`src/rtl/calc2_port_initiator_if.sv`:
```
// Port bundle between a calc2 port initiator and its surroundings: op front end,
// calc2 request/response wires, and the completion/status outputs.
interface calc2_port_initiator_if #(
   parameter int DATA_W = 32
);
   logic              op_valid;
   logic              op_ready;
   logic [3:0]        op_cmd;
   logic [DATA_W-1:0] op_a;
   logic [DATA_W-1:0] op_b;

   logic [3:0]        reqcmd;
   logic [DATA_W-1:0] req_data;
   logic [1:0]        reqtag;

   logic [1:0]        out_resp;
   logic [DATA_W-1:0] out_data;
   logic [1:0]        out_tag;

   logic              rsp_valid;
   logic [3:0]        rsp_cmd;
   logic [1:0]        rsp_resp;
   logic [DATA_W-1:0] rsp_data;
   logic [1:0]        rsp_tag;
   logic              rsp_timeout;
   logic              err_unexpected;
   logic              busy;

   modport master (
      input  op_valid, op_cmd, op_a, op_b, out_resp, out_data, out_tag,
      output op_ready, reqcmd, req_data, reqtag,
      output rsp_valid, rsp_cmd, rsp_resp, rsp_data, rsp_tag, rsp_timeout,
      output err_unexpected, busy
   );

   modport slave (
      output op_valid, op_cmd, op_a, op_b, out_resp, out_data, out_tag,
      input  op_ready, reqcmd, req_data, reqtag,
      input  rsp_valid, rsp_cmd, rsp_resp, rsp_data, rsp_tag, rsp_timeout,
      input  err_unexpected, busy
   );
endinterface

```
`src/rtl/calc2_port_initiator.sv`:
```
// calc2 single-port initiator: issues tagged two-cycle requests, tracks four tags and
// matches responses. Define CALC2_INIT_TIMEOUT_EN to build per-tag age timeouts.
module calc2_port_initiator #(
   parameter int DATA_W  = 32,
   parameter int TIMEOUT = 255
) (
   input logic                    c_clk,
   input logic                    reset,
   calc2_port_initiator_if.master bus
);

   typedef enum logic [1:0] {S_IDLE, S_CMD, S_DATA} state_t;

   state_t            state_q, state_d;
   logic [3:0]        tag_vld_q, tag_vld_d;
   logic [3:0][3:0]   tag_cmd_q, tag_cmd_d;
   logic [3:0]        cur_cmd_q, cur_cmd_d;
   logic [DATA_W-1:0] cur_a_q, cur_a_d;
   logic [DATA_W-1:0] cur_b_q, cur_b_d;
   logic [1:0]        cur_tag_q, cur_tag_d;

   logic              rsp_valid_q, rsp_valid_d;
   logic [3:0]        rsp_cmd_q, rsp_cmd_d;
   logic [1:0]        rsp_resp_q, rsp_resp_d;
   logic [DATA_W-1:0] rsp_data_q, rsp_data_d;
   logic [1:0]        rsp_tag_q, rsp_tag_d;
   logic              rsp_timeout_q, rsp_timeout_d;
   logic              err_q, err_d;

   logic              any_free;
   logic [1:0]        free_idx;
   logic              op_ready_w;
   logic              accept;
   logic [3:0]        expired;

   // Freedom is judged on start-of-cycle valid bits, so a tag retired this cycle
   // cannot be handed out again until the next one.
   always_comb begin
      any_free = ~&tag_vld_q;
      free_idx = 2'd0;
      for (int i = 3; i >= 0; i--) begin
         if (!tag_vld_q[i]) free_idx = 2'(i);
      end
   end

   assign op_ready_w = reset && (state_q != S_CMD) && any_free;
   assign accept     = bus.op_valid && op_ready_w;

`ifdef CALC2_INIT_TIMEOUT_EN
   localparam int AGE_W = $clog2(TIMEOUT + 1);

   logic [3:0][AGE_W-1:0] age_q, age_d;

   // Age is 0 in the CMD cycle; expiry is flagged one cycle early so the registered
   // completion lands exactly TIMEOUT cycles after CMD. Count saturates at TIMEOUT.
   always_comb begin
      for (int i = 0; i < 4; i++) begin
         age_d[i]   = age_q[i];
         expired[i] = tag_vld_q[i] && (age_q[i] >= AGE_W'(TIMEOUT - 1));
         if (accept && (free_idx == 2'(i)))
            age_d[i] = '0;
         else if (tag_vld_q[i] && (age_q[i] != AGE_W'(TIMEOUT)))
            age_d[i] = age_q[i] + AGE_W'(1);
      end
   end

   always_ff @(posedge c_clk) begin
      if (!reset) age_q <= '0;
      else        age_q <= age_d;
   end
`else
   assign expired = '0;
   if (TIMEOUT < 2) begin : g_timeout_unused
   end
`endif

   always_comb begin
      state_d       = state_q;
      tag_vld_d     = tag_vld_q;
      tag_cmd_d     = tag_cmd_q;
      cur_cmd_d     = cur_cmd_q;
      cur_a_d       = cur_a_q;
      cur_b_d       = cur_b_q;
      cur_tag_d     = cur_tag_q;
      rsp_valid_d   = 1'b0;
      rsp_cmd_d     = 4'd0;
      rsp_resp_d    = 2'd0;
      rsp_data_d    = '0;
      rsp_tag_d     = 2'd0;
      rsp_timeout_d = 1'b0;
      err_d         = 1'b0;

      case (state_q)
         S_IDLE:  if (accept) state_d = S_CMD;
         S_CMD:   state_d = S_DATA;
         S_DATA:  state_d = accept ? S_CMD : S_IDLE;
         default: state_d = S_IDLE;
      endcase

      if (accept) begin
         cur_cmd_d           = bus.op_cmd;
         cur_a_d             = bus.op_a;
         cur_b_d             = bus.op_b;
         cur_tag_d           = free_idx;
         tag_vld_d[free_idx] = 1'b1;
         tag_cmd_d[free_idx] = bus.op_cmd;
      end

      // Allocation only touches a tag invalid at cycle start and retirement only a
      // valid one, so both can update the table in the same cycle.
      if (bus.out_resp != 2'd0) begin
         if (tag_vld_q[bus.out_tag]) begin
            rsp_valid_d            = 1'b1;
            rsp_cmd_d              = tag_cmd_q[bus.out_tag];
            rsp_resp_d             = bus.out_resp;
            rsp_data_d             = bus.out_data;
            rsp_tag_d              = bus.out_tag;
            tag_vld_d[bus.out_tag] = 1'b0;
         end else begin
            err_d = 1'b1;
         end
      end

      if (!rsp_valid_d && (|expired)) begin
         for (int i = 3; i >= 0; i--) begin
            if (expired[i]) rsp_tag_d = 2'(i);
         end
         rsp_valid_d            = 1'b1;
         rsp_timeout_d          = 1'b1;
         rsp_cmd_d              = tag_cmd_q[rsp_tag_d];
         tag_vld_d[rsp_tag_d]   = 1'b0;
      end
   end

   always_ff @(posedge c_clk) begin
      if (!reset) begin
         state_q       <= S_IDLE;
         tag_vld_q     <= '0;
         tag_cmd_q     <= '0;
         cur_cmd_q     <= '0;
         cur_a_q       <= '0;
         cur_b_q       <= '0;
         cur_tag_q     <= '0;
         rsp_valid_q   <= 1'b0;
         rsp_cmd_q     <= '0;
         rsp_resp_q    <= '0;
         rsp_data_q    <= '0;
         rsp_tag_q     <= '0;
         rsp_timeout_q <= 1'b0;
         err_q         <= 1'b0;
      end else begin
         state_q       <= state_d;
         tag_vld_q     <= tag_vld_d;
         tag_cmd_q     <= tag_cmd_d;
         cur_cmd_q     <= cur_cmd_d;
         cur_a_q       <= cur_a_d;
         cur_b_q       <= cur_b_d;
         cur_tag_q     <= cur_tag_d;
         rsp_valid_q   <= rsp_valid_d;
         rsp_cmd_q     <= rsp_cmd_d;
         rsp_resp_q    <= rsp_resp_d;
         rsp_data_q    <= rsp_data_d;
         rsp_tag_q     <= rsp_tag_d;
         rsp_timeout_q <= rsp_timeout_d;
         err_q         <= err_d;
      end
   end

   assign bus.op_ready       = op_ready_w;
   assign bus.reqcmd         = (state_q == S_CMD) ? cur_cmd_q : 4'd0;
   assign bus.req_data       = (state_q == S_CMD)  ? cur_a_q :
                               (state_q == S_DATA) ? cur_b_q : '0;
   assign bus.reqtag         = (state_q != S_IDLE) ? cur_tag_q : 2'd0;
   assign bus.rsp_valid      = rsp_valid_q;
   assign bus.rsp_cmd        = rsp_cmd_q;
   assign bus.rsp_resp       = rsp_resp_q;
   assign bus.rsp_data       = rsp_data_q;
   assign bus.rsp_tag        = rsp_tag_q;
   assign bus.rsp_timeout    = rsp_timeout_q;
   assign bus.err_unexpected = err_q;
   assign bus.busy           = (state_q != S_IDLE) || (|tag_vld_q);

endmodule

```
`src/flat_wrapper.sv`:
```
// flat-port wrapper written by rule: the top's interface ports become plain ports
module calc2_port_initiator_flat 
#(
   parameter int DATA_W  = 32,
   parameter int TIMEOUT = 255
)
  (c_clk, reset, bus_op_valid, bus_op_cmd, bus_op_a, bus_op_b, bus_out_resp, bus_out_data, bus_out_tag, bus_op_ready, bus_reqcmd, bus_req_data, bus_reqtag, bus_rsp_valid, bus_rsp_cmd, bus_rsp_resp, bus_rsp_data, bus_rsp_tag, bus_rsp_timeout, bus_err_unexpected, bus_busy);
  calc2_port_initiator_if #(.DATA_W(DATA_W)) bus_i ();
  input logic c_clk;
  input logic reset;
  input wire logic [$bits(bus_i.op_valid)-1:0] bus_op_valid;
  input wire logic [$bits(bus_i.op_cmd)-1:0] bus_op_cmd;
  input wire logic [$bits(bus_i.op_a)-1:0] bus_op_a;
  input wire logic [$bits(bus_i.op_b)-1:0] bus_op_b;
  input wire logic [$bits(bus_i.out_resp)-1:0] bus_out_resp;
  input wire logic [$bits(bus_i.out_data)-1:0] bus_out_data;
  input wire logic [$bits(bus_i.out_tag)-1:0] bus_out_tag;
  output wire logic [$bits(bus_i.op_ready)-1:0] bus_op_ready;
  output wire logic [$bits(bus_i.reqcmd)-1:0] bus_reqcmd;
  output wire logic [$bits(bus_i.req_data)-1:0] bus_req_data;
  output wire logic [$bits(bus_i.reqtag)-1:0] bus_reqtag;
  output wire logic [$bits(bus_i.rsp_valid)-1:0] bus_rsp_valid;
  output wire logic [$bits(bus_i.rsp_cmd)-1:0] bus_rsp_cmd;
  output wire logic [$bits(bus_i.rsp_resp)-1:0] bus_rsp_resp;
  output wire logic [$bits(bus_i.rsp_data)-1:0] bus_rsp_data;
  output wire logic [$bits(bus_i.rsp_tag)-1:0] bus_rsp_tag;
  output wire logic [$bits(bus_i.rsp_timeout)-1:0] bus_rsp_timeout;
  output wire logic [$bits(bus_i.err_unexpected)-1:0] bus_err_unexpected;
  output wire logic [$bits(bus_i.busy)-1:0] bus_busy;
  assign bus_i.op_valid = bus_op_valid;
  assign bus_i.op_cmd = bus_op_cmd;
  assign bus_i.op_a = bus_op_a;
  assign bus_i.op_b = bus_op_b;
  assign bus_i.out_resp = bus_out_resp;
  assign bus_i.out_data = bus_out_data;
  assign bus_i.out_tag = bus_out_tag;
  assign bus_op_ready = bus_i.op_ready;
  assign bus_reqcmd = bus_i.reqcmd;
  assign bus_req_data = bus_i.req_data;
  assign bus_reqtag = bus_i.reqtag;
  assign bus_rsp_valid = bus_i.rsp_valid;
  assign bus_rsp_cmd = bus_i.rsp_cmd;
  assign bus_rsp_resp = bus_i.rsp_resp;
  assign bus_rsp_data = bus_i.rsp_data;
  assign bus_rsp_tag = bus_i.rsp_tag;
  assign bus_rsp_timeout = bus_i.rsp_timeout;
  assign bus_err_unexpected = bus_i.err_unexpected;
  assign bus_busy = bus_i.busy;
  calc2_port_initiator #(.DATA_W(DATA_W), .TIMEOUT(TIMEOUT)) u_core (.c_clk(c_clk), .reset(reset), .bus(bus_i));
endmodule
```
`config.mk`:
```
export PLATFORM = sky130hd
export DESIGN_NAME = calc2_port_initiator_flat
export DESIGN_NICKNAME = d
export VERILOG_FILES = /design/src/rtl/calc2_port_initiator_if.sv /design/src/rtl/calc2_port_initiator.sv /design/src/flat_wrapper.sv
export SDC_FILE = /design/constraint.sdc
export NUM_CORES = 1
export LEC_CHECK = 0
export CAP_MARGIN = 40
export CORE_MARGIN = 2
export CORE_UTILIZATION = 49
export DETAILED_ROUTE_END_ITERATION = 10
export PLACE_DENSITY = 0.86
export SLEW_MARGIN = 10
export SYNTH_ARGS = -nofsm -noshare
export SYNTH_HDL_FRONTEND = slang
export SYNTH_SLANG_ARGS = --single-unit
```
`constraint.sdc`:
```
create_clock -name c_clk -period 2.75 [get_ports c_clk]
set_clock_uncertainty 0.15 [all_clocks]
set_input_delay 0.4125 -clock c_clk [delete_from_list [all_inputs] [get_ports c_clk]]
set_output_delay 0.4125 -clock c_clk [all_outputs]
set_load 0.005 [all_outputs]
```
==> reports/metrics.sh <==
STATUS='completed'
STATIC-LEAKAGE-POWER_nW=2.93
FINALCRITICALPERIOD_NS=2.68
NETS=832
YS_FF=134
SEQAREAFRACTION=0.340
HIGHEST_CLOCK_FREQUENCY_THE_DESIGN_CAN_MEET_GHz=0.373
POST_DP_CELL_AREA_MM2=0.00732
SEQ_POWER_SHARE=0.442
R2R_START='u_core.state_q[1]'
MIN-DELAY-START='reset'
DRT_FIRST_PASS_ITERS=6
WORST_PATH_DOMINANT_CELL_FAMILY='buffers and inverters'
TIMING.FINAL.HOLD_VIOLATIONS=0
PLACEMENTROWS=38
BIGGESTCELLCATEGORY='sequential cells'
SYNTH-WARNING-COUNT=0
GRT_START_MAX_NET_PINS=61
LAYOUT.CELLS.MOST_COMMON='clkdlybuf4s50_1'
CLOCK_BUF_INV_SHARE=0.0723
PG_COMB_mW=0.509
CRITPATHARRIVALTIME_NS=2.12
REGISTER_AREA_MM2=0.00268
LAYOUT-AREA-OVERHEAD-VS-SYNTH_PCT=43.5
TRITONCTS_CLOCK_TREE='done'
CRITICAL_PATH.ENDPOINT_TYPE='output pin'
PORT_BUFFERS=188
NON_CLOCK_BUFFER_COUNT=202
LAYOUT.CORE_UTILIZATION=0.725
IO-PIN-COUNT=190
FINALCRITPERIODSHARE=0.974
COMBAREAFRACTION=0.309
WORST-PATH-MAX-FANOUT=32
DIE_W_UM=110
REG2REG_SLACK_NS=0.63
YS_TOP_CELLS_BY_AREA='dfxtp_1, nand4_1, nand2_1'
CELL_TYPE_COUNT=41
ANTENNA_FOUND_INITIAL=0
CTS.REPORTEDPATHS.CLKPINSLEW_NS=0.05
STDCELL_AREA_MM2=0.00789
ROUTABILITY_CONGESTION=0.863
WORST_HOLD_PATH.NUM_CELLS=3
FLOP_CELL='dfxtp_1'
TAPCELL.INSERTED=140
SETUP_VIOLATIONS=0
HOLDBUFCOUNTCTS=0
SYNTH_NETS=675
WORSTPATHCELLLIST='nor2b_2 -> buf_8 -> a22o_1 -> clkdlybuf4s50_1'
DRTANTENNAVIOLNETS=0
POST_SYNTH_INST_COUNT=568
PATH_TYPE_OF_THE_WORST_SETUP_PATH='register to output pin'
YOSYSTOPAREACELL='dfxtp_1'
DRT_FIRST_ITER_VIOLATIONS=366
CP_SLOWEST_STAGE_DELAY_NS=0.52
DETAIL_ROUTE.WL_PER_CELL_UM=17.3
STARTPOINT_CLASS='register'
POWER_DENSITY_mW_PER_MM2=601
FIRST_GLOBAL_VIAS=4762
SETUP_TOTAL_NEGATIVE_SLACK_NS=0
FLOORPLAN.CORE_UTIL=0.505
STAGE_LOG_WARNINGS=26
PLACE_WS_NS=0.352
SEQUENTIAL_CELL_POWER_mW=2.10
REG2REG_DEPTH=5
LAY_TOP_CELLS='clkdlybuf4s50_1, dfxtp_1, nand2_1, nand4_1, o21ai_0'
REMAINING_DRC_ERRORS=0
TIMING.MAX_SLEW.REL_SLACK=0.601
YS_CHIP_AREA_MM2=0.00550
POWER.INTERNAL_mW=3.66
YS_SEQ_SHARE=0.488
YOSYSTOPAREACELLSHARE=0.488
LOGIC_AREA_MM2=0.00244
UNREPAIRED_SETUP_ENDPOINTS_AFTER_GLOBAL_ROUTING='false'
GRT.OVERFLOW.TOTAL=0
DETAIL_ROUTE.VIAS_PER_CELL=5.60
POSTLAYOUTSETUPSLACKWORST_NS=0.0716
CRIT-REG2REG-CAPTURE='u_core.cur_a_q[13]'
SLOWEST_STAGE='clkdlybuf4s50_1'
CTSHTREEMAXLEVEL=4
NETSWITCHINGFRACTION=0.227
WORST_PIN_SLEW_NS=0.599
TOTAL_SWITCHING_POWER_mW=1.08
DPL_CELLS=846
HOLD_PATH_END='u_core.cur_tag_q[0]'
GLOBALROUTETOTALUTIL=0.251
CLK_PATH_BUF_DEPTH=2
SYNTH_STAT.CELLS=568
CTS.ROOT.BUFFER_CELL='clkbuf_8'
CORE_REGION_AREA_MM2=0.0109
NUM-MULTI-INPUT-GATES=366
DIE_HEIGHT_UM=110
DIE-AREA_MM2=0.0121
ANTENNA_CELLS=0
ROUTED_WL_UM=15200
HOLD_CLASS='input port to register'
REQUIRED_NS=2.19
YS_TOP_CELLS_BY_COUNT='dfxtp_1, nand2_1, nand4_1, o21ai_0, a22o_1'
DRV_CAP=0
VIA_COUNT=4920
REPORT.POWER.TOTAL_mW=4.74
REPORT.FINAL.SLEW_VIOL_COUNT=0
N_ALL_INVERTERS=4
GRT_FIRST_PASS_WIRELENGTH_UM=23300
PWR-SHARE-COMB=0.107
TOP_POWER_GROUP='the clock network'
FIN_HOLD_WS_NS=0.0815
SYNTH_DOMINANT_CELL_COUNT='dfxtp_1'
FINISH.CELL_COUNT_WITHOUT_FILLERS=878
FINAL_LAYOUT_SIZE_SUFFIX_GT1_FRAC=0.131
SYNTHESIS.AREA_MM2=0.00550
IR_WORST_VDD_V=0.000423
SYN_AREA_PER_CELL_UM2=9.68
POST_SYNTH_TALLY_OF_FLIP_FLOPS_WITH_INTEGRATED_ENABLE=0
BUF_SHARE=0.255
PATH_BUFFERS=2
POST-DP-HPWL_UM=10000
FILLER_CELL_COUNT=810
SYNTHARSTFLOPSHARE=0
==> worst max-delay path by stage <==
stage                 startpoint                endpoint  cells after the start  slack, ns
2_1_floorplan  u_core.state_q[0]        bus_req_data[10]                      4       1.01
3_3_place_gp      bus_out_tag[1]  u_core.bus.rsp_data[1]                      5       0.43
3_5_place_dp      bus_out_tag[1]   u_core.bus.rsp_cmd[3]                      5       0.35
4_1_cts        u_core.state_q[1]        bus_req_data[29]                      4       0.06
5_1_grt        u_core.state_q[0]         bus_req_data[8]                      4       0.01
6_report       u_core.state_q[1]        bus_req_data[26]                      4       0.07
==> flip-flops by register name, summed over array words and instances (netlist names) <==
register and count:
u_core.bus.rsp_resp 2, u_core.tag_vld_q 4, u_core.bus.rsp_tag 2, u_core.cur_b_q 32, u_core.bus.rsp_cmd 4, u_core.bus.rsp_data 32
u_core.tag_cmd_q 16, u_core.state_q 2, u_core.cur_tag_q 2, u_core.bus.err_unexpected 1, u_core.cur_a_q 32, u_core.bus.rsp_valid 1
u_core.cur_cmd_q 4
==> logic make-up after synthesis <==
| group | share of synthesized area |
|---|---|
| other | 0.000682 |
| AND/OR/NAND/NOR | 0.178 |
| AND-OR/OR-AND | 0.199 |
| flip-flops | 0.488 |
| multiplexers | 0.0621 |
| buffers and inverters | 0.0717 |
==> timing repair <==
item	in CTS	in global routing
endpoints found under the setup margin	9	2
gates cloned	0	0
resized	1	1
buffers inserted	0	0
==> worst min-delay path, cell delays in order <==
cell     delay [ns]
buf_2          0.15
nand2_1        0.08
mux2i_1        0.06
==> layer usage <==
metal  vias to the layer above  track usage  part of all wire
met2                       251        0.429              0.49
met5                         -            0                 0
li1                       2350            -                 -
met3                        23       0.0812              0.10
met1                      2296        0.291              0.39
met4                         0       0.0958             0.018
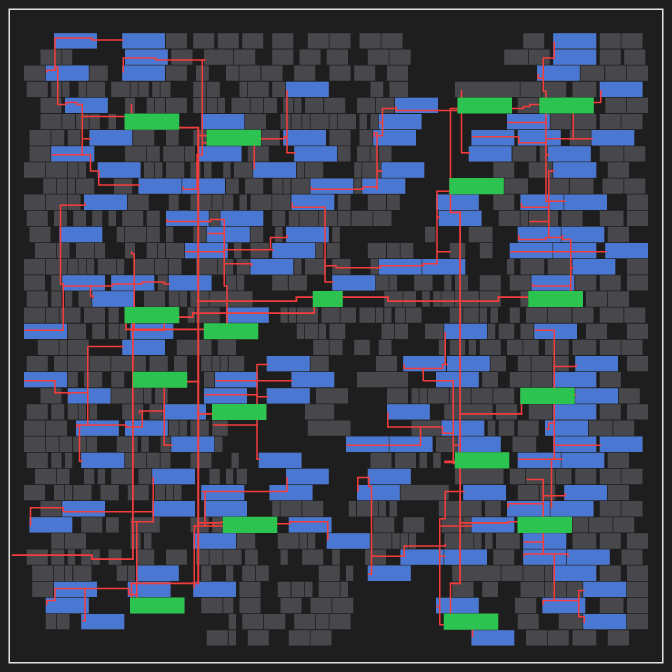
(clock wires, drivers and flops)
[flip-flops] blue | count: 134
[cells driving clock nets] green | count: 17
[clock wires] red | length: 1,500 um
flops lie	widely spread
later-pin clock latency in the skew report: 0.53 ns
share of total power in the clock network: 0.450
Clk. pwr: 2.14 mW

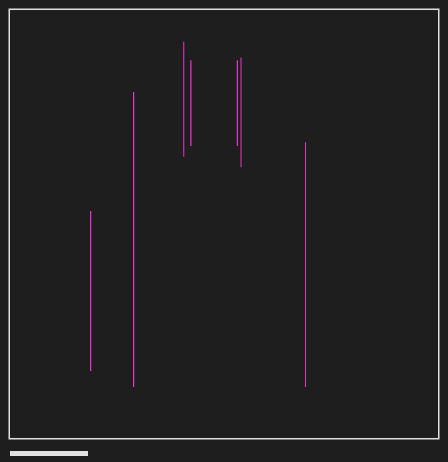
(metal 4)
The bar under the picture is 20 um long.
wire length on this layer	280 um
longest straight run	75.5 um

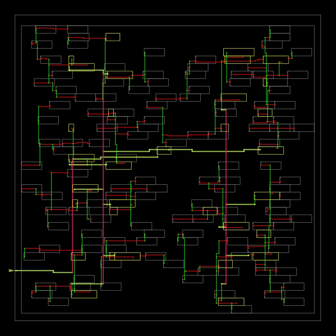
(the clock network)
clock tree sinks: 134
flip-flops: 134
TritonCTS Buffers: 17
number of clock buffers in the layout: 24

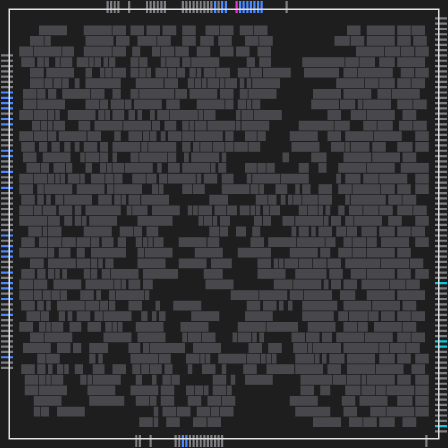
(I/O pins on the die edge)
Pins as bars across the die edge, other pins in gray.
port	color	pins	direction	edge
`bus_op_b`	blue	32	input	20 left, 10 top, 2 bottom
`bus_rsp_cmd`	cyan	4	output	right
`bus_op_valid`	magenta	1	input	top
all pins by edge	79 right, 60 left, 33 top, 18 bottom

Power and IR drop assume default switching activity.
